File: src/rtl/modulo_controlador_bandeja_rolhas_pkg.sv
// modulo_controlador_bandeja_rolhas_pkg: shared state encoding and tray level defaults
package modulo_controlador_bandeja_rolhas_pkg;
   typedef enum logic [1:0] {IDLE = 2'b00, FILL = 2'b01, LOAD = 2'b10, HOLD = 2'b11} estado_t;
   localparam int MIN_LVL_DEF  = 5;
   localparam int AUTO_QTY_DEF = 20;
   localparam int MAX_LVL_DEF  = 99;
endpackage

File: src/rtl/modulo_controlador_bandeja_rolhas_if.sv
// modulo_controlador_bandeja_rolhas_if: operator load request/response handshake
interface modulo_controlador_bandeja_rolhas_if;
   logic       op_req;
   logic [6:0] op_qty;
   logic       op_ack;
   logic       op_nack;
   modport master (output op_req, op_qty, input op_ack, op_nack);
   modport slave (input op_req, op_qty, output op_ack, op_nack);
endinterface

File: src/rtl/modulo_verificador_capacidade_rolhas.sv
// modulo_verificador_capacidade_rolhas: 8-bit tray load adder with capacity overflow flag
module modulo_verificador_capacidade_rolhas
   import modulo_controlador_bandeja_rolhas_pkg::*;
#(
   parameter int MAX_LVL = MAX_LVL_DEF
) (
   input  logic [6:0] count,
   input  logic [6:0] op_qty,
   output logic [7:0] sum,
   output logic       overflow
);
   assign sum      = {1'b0, count} + {1'b0, op_qty};
   assign overflow = sum > 8'(MAX_LVL);
endmodule

File: src/rtl/modulo_controlador_bandeja_rolhas.sv
// modulo_controlador_bandeja_rolhas: cork tray controller with auto-refill, operator loads and hold
module modulo_controlador_bandeja_rolhas
   import modulo_controlador_bandeja_rolhas_pkg::*;
#(
   parameter int MIN_LVL  = MIN_LVL_DEF,
   parameter int AUTO_QTY = AUTO_QTY_DEF,
   parameter int MAX_LVL  = MAX_LVL_DEF
) (
   input  logic                                clk,
   input  logic                                clr_n,
   input  logic                                enable,
   input  logic                                ve,
   modulo_controlador_bandeja_rolhas_if.slave  op,
   output logic [6:0]                          count,
   output logic                                ro,
   output logic                                min_r,
   output logic [1:0]                          mef_estado
);
   estado_t    estado;
   logic [6:0] remaining;
   logic       hold_nak;
   logic [7:0] sum;
   logic       overflow;
   logic [6:0] count_dec;
   logic [6:0] fill_next;
   logic [6:0] load_next;
   modulo_verificador_capacidade_rolhas #(.MAX_LVL(MAX_LVL)) u_cap (
      .count    (count),
      .op_qty   (op.op_qty),
      .sum      (sum),
      .overflow (overflow)
   );
   assign ro         = count == 7'd0;
   assign min_r      = count < 7'(MIN_LVL);
   assign mef_estado = estado;
   assign count_dec  = ve && !ro ? count - 7'd1 : count;
   assign fill_next  = ve || count >= 7'(MAX_LVL) ? count : count + 7'd1;
   assign load_next  = overflow ? count_dec : 7'(ve && sum != 8'd0 ? sum - 8'd1 : sum);
   // hold_nak limits HOLD to one nack per held request
   always_ff @(posedge clk or negedge clr_n)
      if (!clr_n) begin
         estado     <= IDLE;
         count      <= '0;
         remaining  <= '0;
         hold_nak   <= 1'b0;
         op.op_ack  <= 1'b0;
         op.op_nack <= 1'b0;
      end else begin
         op.op_ack  <= 1'b0;
         op.op_nack <= 1'b0;
         if (!enable && estado != HOLD) begin
            estado    <= HOLD;
            remaining <= '0;
            hold_nak  <= 1'b0;
         end else
            case (estado)
               IDLE: begin
                  count <= count_dec;
                  if (min_r) begin
                     estado    <= FILL;
                     remaining <= 7'(AUTO_QTY);
                  end else if (op.op_req)
                     estado <= LOAD;
               end
               FILL: begin
                  count     <= fill_next;
                  remaining <= remaining - 7'd1;
                  if (remaining <= 7'd1 || fill_next == 7'(MAX_LVL)) begin
                     estado    <= IDLE;
                     remaining <= '0;
                  end
               end
               LOAD: begin
                  estado     <= IDLE;
                  count      <= load_next;
                  op.op_ack  <= !overflow;
                  op.op_nack <= overflow;
               end
               HOLD: begin
                  if (enable) begin
                     estado   <= IDLE;
                     hold_nak <= 1'b0;
                  end else begin
                     op.op_nack <= op.op_req && !hold_nak;
                     hold_nak   <= op.op_req;
                  end
               end
            endcase
      end
endmodule

File: src/flat_wrapper.sv
// flat-port wrapper written by rule: the top's interface ports become plain ports
module modulo_controlador_bandeja_rolhas_flat import modulo_controlador_bandeja_rolhas_pkg::*;
#(
   parameter int MIN_LVL  = MIN_LVL_DEF,
   parameter int AUTO_QTY = AUTO_QTY_DEF,
   parameter int MAX_LVL  = MAX_LVL_DEF
)
  (clk, clr_n, enable, ve, count, ro, min_r, mef_estado, op_op_req, op_op_qty, op_op_ack, op_op_nack);
  modulo_controlador_bandeja_rolhas_if op_i ();
  input  logic clk;
  input  logic clr_n;
  input  logic enable;
  input  logic ve;
  output logic [6:0] count;
  output logic ro;
  output logic min_r;
  output logic [1:0] mef_estado;
  input wire logic [$bits(op_i.op_req)-1:0] op_op_req;
  input wire logic [$bits(op_i.op_qty)-1:0] op_op_qty;
  output wire logic [$bits(op_i.op_ack)-1:0] op_op_ack;
  output wire logic [$bits(op_i.op_nack)-1:0] op_op_nack;
  assign op_i.op_req = op_op_req;
  assign op_i.op_qty = op_op_qty;
  assign op_op_ack = op_i.op_ack;
  assign op_op_nack = op_i.op_nack;
  modulo_controlador_bandeja_rolhas #(.MIN_LVL(MIN_LVL), .AUTO_QTY(AUTO_QTY), .MAX_LVL(MAX_LVL)) u_core (.clk(clk), .clr_n(clr_n), .enable(enable), .ve(ve), .op(op_i), .count(count), .ro(ro), .min_r(min_r), .mef_estado(mef_estado));
endmodule
File: config.mk
export PLATFORM = sky130hd
export DESIGN_NAME = modulo_controlador_bandeja_rolhas_flat
export DESIGN_NICKNAME = d
export VERILOG_FILES = /design/src/rtl/modulo_controlador_bandeja_rolhas_pkg.sv /design/src/rtl/modulo_controlador_bandeja_rolhas_if.sv /design/src/rtl/modulo_verificador_capacidade_rolhas.sv /design/src/rtl/modulo_controlador_bandeja_rolhas.sv /design/src/flat_wrapper.sv
export SDC_FILE = /design/constraint.sdc
export NUM_CORES = 1
export LEC_CHECK = 0
export ABC_CLOCK_PERIOD_IN_PS = 4400
export CORE_MARGIN = 4
export CORE_UTILIZATION = 40
export CTS_BUF_LIST = sky130_fd_sc_hd__clkbuf_4
export DETAILED_ROUTE_END_ITERATION = 8
export HOLD_SLACK_MARGIN = 0.02
export PLACE_DENSITY = 0.63
export SKIP_LAST_GASP = 1
export SYNTH_ARGS = -nofsm -noshare
export SYNTH_HDL_FRONTEND = slang
export SYNTH_HIERARCHICAL = 1
export SYNTH_SLANG_ARGS = --single-unit
File: constraint.sdc
create_clock -name clk -period 4.4 [get_ports clk]
set_clock_uncertainty 0.15 [all_clocks]
set_input_delay 0.44 -clock clk [delete_from_list [all_inputs] [get_ports clk]]
set_output_delay 0.44 -clock clk [all_outputs]
set_load 0.02 [all_outputs]
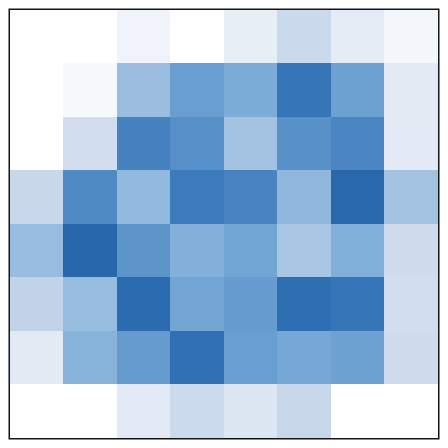
(images/util_map.png)
8 x 8 tiles, from white (low) to dark blue (high), 0 to 100% covered.
The densest ninth of the die: middle. 14% of the tiles are nearly empty. The mean over all tiles is 37%. 4.7% of the tiles are over 75% full. The fullest tile reaches 78%.
post-layout utilization of the core: 49.0%
Core Area: 4790 um2

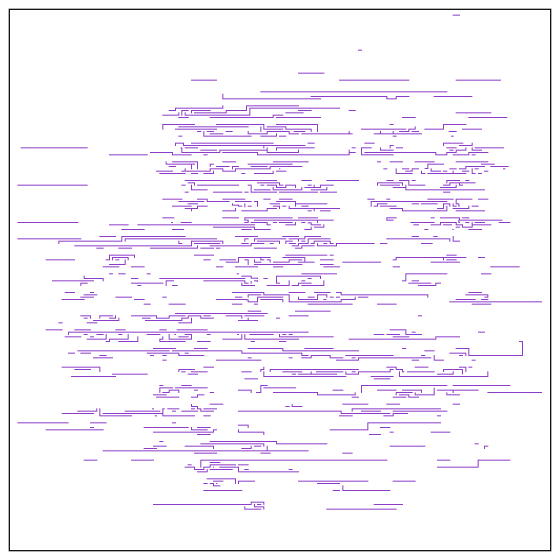
(images/m1.png)
The wires run mostly horizontal. The layer carries 2,330 um of wire.

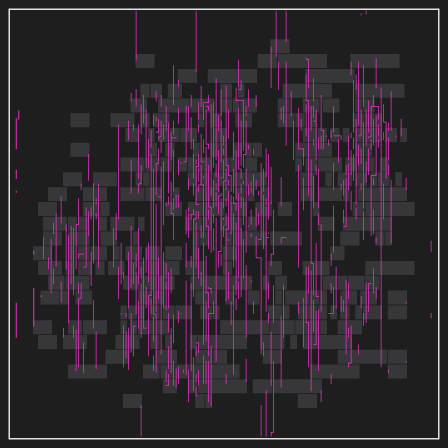
(images/m2.png)
The layer holds 49% of the routed length. The wires run mostly vertical. 259 nets have wire on it. The longest straight run is 51.3 um.

==> results_tabular.tex <==
% Yosys + OpenROAD metrics
\begin{tabular}{lr}
\hline
Metric & Value \\
\hline
\multicolumn{2}{l}{\textbf{Finish}} \\
\quad Post-route standard cell area excluding fillers & 2350 um2 \\
\quad Leading cell type in the layout, fill and taps excluded & clkdlybuf4s50\_1 \\
\quad Commonest cells after routing, fill and taps aside & clkdlybuf4s50\_1 (24), nand2\_1 (21), ha\_1 (19), dfrtp\_1 (19), inv\_1 (18) \\
\quad Total number of nets in the final design & 306 \\
\quad Fraction of layout instances using a drive strength above 1 & 7.33\% \\
\quad Count of non-filler cells in the finished layout & 340 \\
\quad Antenna diode instance count & 0 \\
\quad Synth-to-layout area growth & 17.2\% \\
\multicolumn{2}{l}{\textbf{Placement}} \\
\quad Placer Congestion & 0.827 \\
\quad Buffers added on ports & 24 \\
\quad HPWL after detailed placement & 3.95 mm \\
\quad Area of placed instances & about 2300 um2 \\
\quad Cells after DPL & 336 \\
\quad Post-placement setup slack & 0.531 ns \\
\multicolumn{2}{l}{\textbf{Synth}} \\
\quad Net count after synthesis & approximately 280 \\
\quad Cell type with the largest total area after synthesis & dfrtp\_1 \\
\quad Portion of synthesized cell area occupied by the leading cell type & 23.7\% \\
\quad Total of flip-flops plus latches after synthesis & 19 \\
\quad Synthesized area & 2000 um2 \\
\quad YS chip area & 2000 um2 \\
\quad Post-synth tally of flip-flops with integrated enable & 0 \\
\quad Number of standard cells reported by yosys & 248 \\
\quad Async S/R FF share, synth & 100\% \\
\quad Per-instance average area after synthesis & 8.08 um2 \\
\quad Top cells by area & dfrtp\_1 (24\%), ha\_1 (12\%), nand2\_1 (3.9\%), xnor2\_1 (3.9\%), a21oi\_1 (3.5\%) \\
\quad Proportion of synthesized chip area in sequential cells & 23.7\% \\
\quad Total of warnings raised by yosys & 6 \\
\multicolumn{2}{l}{\textbf{Setup path}} \\
\quad Worst setup SP type & primary input \\
\quad Worst flop-to-flop path startpoint & u\_core/count[0] \\
\quad Critical path required time & 4.49 ns \\
\quad Cells along the critical path & clkdlybuf4s50\_1 > ha\_1 > fa\_1 > a211oi\_2 > nor2\_2 > xor2\_1 > nor3\_1 > o311ai\_1 > nand2\_1 > nand2\_1 > nand3\_1 > o311ai\_0 > a21o\_1 \\
\quad Crit path max fanout & 4 \\
\quad Highest cell delay on the worst timing path & around 0.43 ns \\
\quad Master of the slowest instance on the critical path & o311ai\_1 \\
\quad Total stage count of the critical path & 13 \\
\quad Count of buffer and inverter cells on the critical path & 1 \\
\quad Class of the most critical setup path & in -> reg \\
\quad Data arrival, critical path & 3.69 ns \\
\quad Worst R2R Path Depth & 12 \\
\quad CP endpoint & u\_core/count[2] \\
\quad End of the worst register-to-register path & u\_core/count[2] \\
\quad Crit path launch & op\_op\_qty[0] \\
\quad R2R setup slack & 0.92 ns \\
\quad Crit path max-delay family & AND-OR/OR-AND gates \\
\multicolumn{2}{l}{\textbf{Timing}} \\
\quad Max transition margin & 44.6\% \\
\quad Post-route fraction of the period consumed by the critical path & 81.8\% \\
\quad Endpoints failing hold & 0 \\
\quad Achievable Freq & 0.278 GHz \\
\quad Number of pins with negative max-slew slack in the final report & 0 \\
\quad Final-layout setup total negative slack & 0 ns \\
\quad Final setup slack of the worst path & 0.802 ns \\
\quad Setup repair after global routing missed its margin & false \\
\quad Final-layout worst hold slack & 0.373 ns \\
\multicolumn{2}{l}{\textbf{Drt}} \\
\quad Drc violations & 0 \\
\quad Met2 Routed Length & 2.47 mm \\
\quad Routed Antenna Nets & 0 \\
\quad Vias post-DR & 1,947 \\
\quad DR WL/cell & 14.9 um \\
\quad Met1 wire length & 2.33 mm \\
\quad Number of DRC markers after the initial detailed-route iteration & 92 \\
\quad Via density per instance & 5.73 \\
\quad Routed wire length on met3 & 230 um \\
\multicolumn{2}{l}{\textbf{CTS}} \\
\quad Number of gates resized after cts & 0 \\
\quad Clock slew at the register clock pins of the worst setup and hold paths & around 0.11 ns \\
\quad Bufs on Longest Clock Path & 2 \\
\quad Total number of H-tree levels & 1 \\
\quad Number of clock sinks & 19 \\
\quad Number of buffers inserted during clock tree synthesis & 3 \\
\quad CTS tree & yes \\
\quad Worst-skew pair later-pin latency & 0.29 ns \\
\quad Count of hold buffers inserted by post-cts repair & 0 \\
\multicolumn{2}{l}{\textbf{Run}} \\
\quad Number of warnings in the stage logs & 34 \\
\quad Max-Cap Viols & 0 \\
\multicolumn{2}{l}{\textbf{Pwr}} \\
\quad VDD IR max & about 0.34 mV \\
\quad Power per cell area & 726 nW/um2 \\
\quad Leak pwr & 0.950 nW \\
\quad Total power after layout & about 1.7 mW \\
\multicolumn{2}{l}{\textbf{Die}} \\
\quad Area of the chip & 6200 um2 \\
\quad Fp\_density & around two fifths \\
\quad Site row count & 25 \\
\quad Die Span X & 78.8 um \\
\quad Height of the die & 78.8 um \\
\quad Number of I/O pins & 25 \\
\multicolumn{2}{l}{\textbf{Global route}} \\
\quad Met1 Usage GRT & 22.1\% \\
\quad Largest net degree at the start of global routing & 20 \\
\quad Met2 global-route usage & 29.7\% \\
\quad Global-route wire length before repair & 8.61 mm \\
\quad Via count of the first global-routing pass & 1,859 \\
\quad Aggregate global-route resource usage & 16.8\% \\
\quad Fraction of met3 tracks used by global routing & 1.36\% \\
\quad Antenna violations before repair & 0 \\
\multicolumn{2}{l}{\textbf{Status}} \\
\quad Run status & finished, final reports clean \\
\hline
\end{tabular}
[cell usage after synthesis (all sizes together) (2+ instances only)]
library cell / instances
ha: 19
nand2: 21
or3: 5
a211oi: 3
o21a: 3
nand3b: 2
nor2: 18
and2: 2
nor2b: 4
o22ai: 3
xor2: 6
or4: 3
nand3: 11
nand4: 4
nor3: 8
nor4: 4
or2: 2
a21oi: 16
o211ai: 2
o21bai: 3
buf: 7
a22oi: 3
a21o: 4
and4: 2
nand2b: 3
dfrtp: 19
xnor2: 9
o21ai: 18
or3b: 3
o31a: 2
o311ai: 3
inv: 18
a31oi: 3
[how the worst min path moves through the flow]
stage | startpoint | end | slack [ns] | cells past startpoint
finish | u_core/hold_nak | u_core/hold_nak | 0.37 | 2
floorplan | clr_n | u_core/count[0] | -0.006 | 0
CTS | u_core/hold_nak | u_core/hold_nak | 0.38 | 2
detailed placement | u_core/hold_nak | u_core/hold_nak | 0.36 | 2
global placement | u_core/hold_nak | u_core/hold_nak | 0.34 | 2
global route | u_core/remaining[6] | u_core/remaining[6] | 0.42 | 3
[cell families after synthesis]
family | share of synthesized area, %
AND/OR/NAND/NOR | 25.2
flip-flops | 23.7
XOR/XNOR | 6.56
buffers and inverters | 5.75
multiplexers | 1.06
adder cells (fa/ha/maj) | 12.9
AND-OR/OR-AND | 24.8
[where the power goes]
group | leakage, nW | switching, mW | internal (mW)
combinational | 0.687 | 0.748 | 0.531
clock | 0.0184 | 0.0509 | 0.0414
sequential | 0.245 | 0.0903 | 0.242
[cell type report]
cell class / instances / area (um2)
inverters: 18 / 67.6
fillers: 503 / 2440
well taps: 67 / 83.8
clock buffers: 4 / 30.0
flip-flops and latches: 19 / 475
multi-input cells: 203 / 1410
repair buffers: 29 / 278
Power figures rest on the tool's default switching activity, not on a simulated workload.
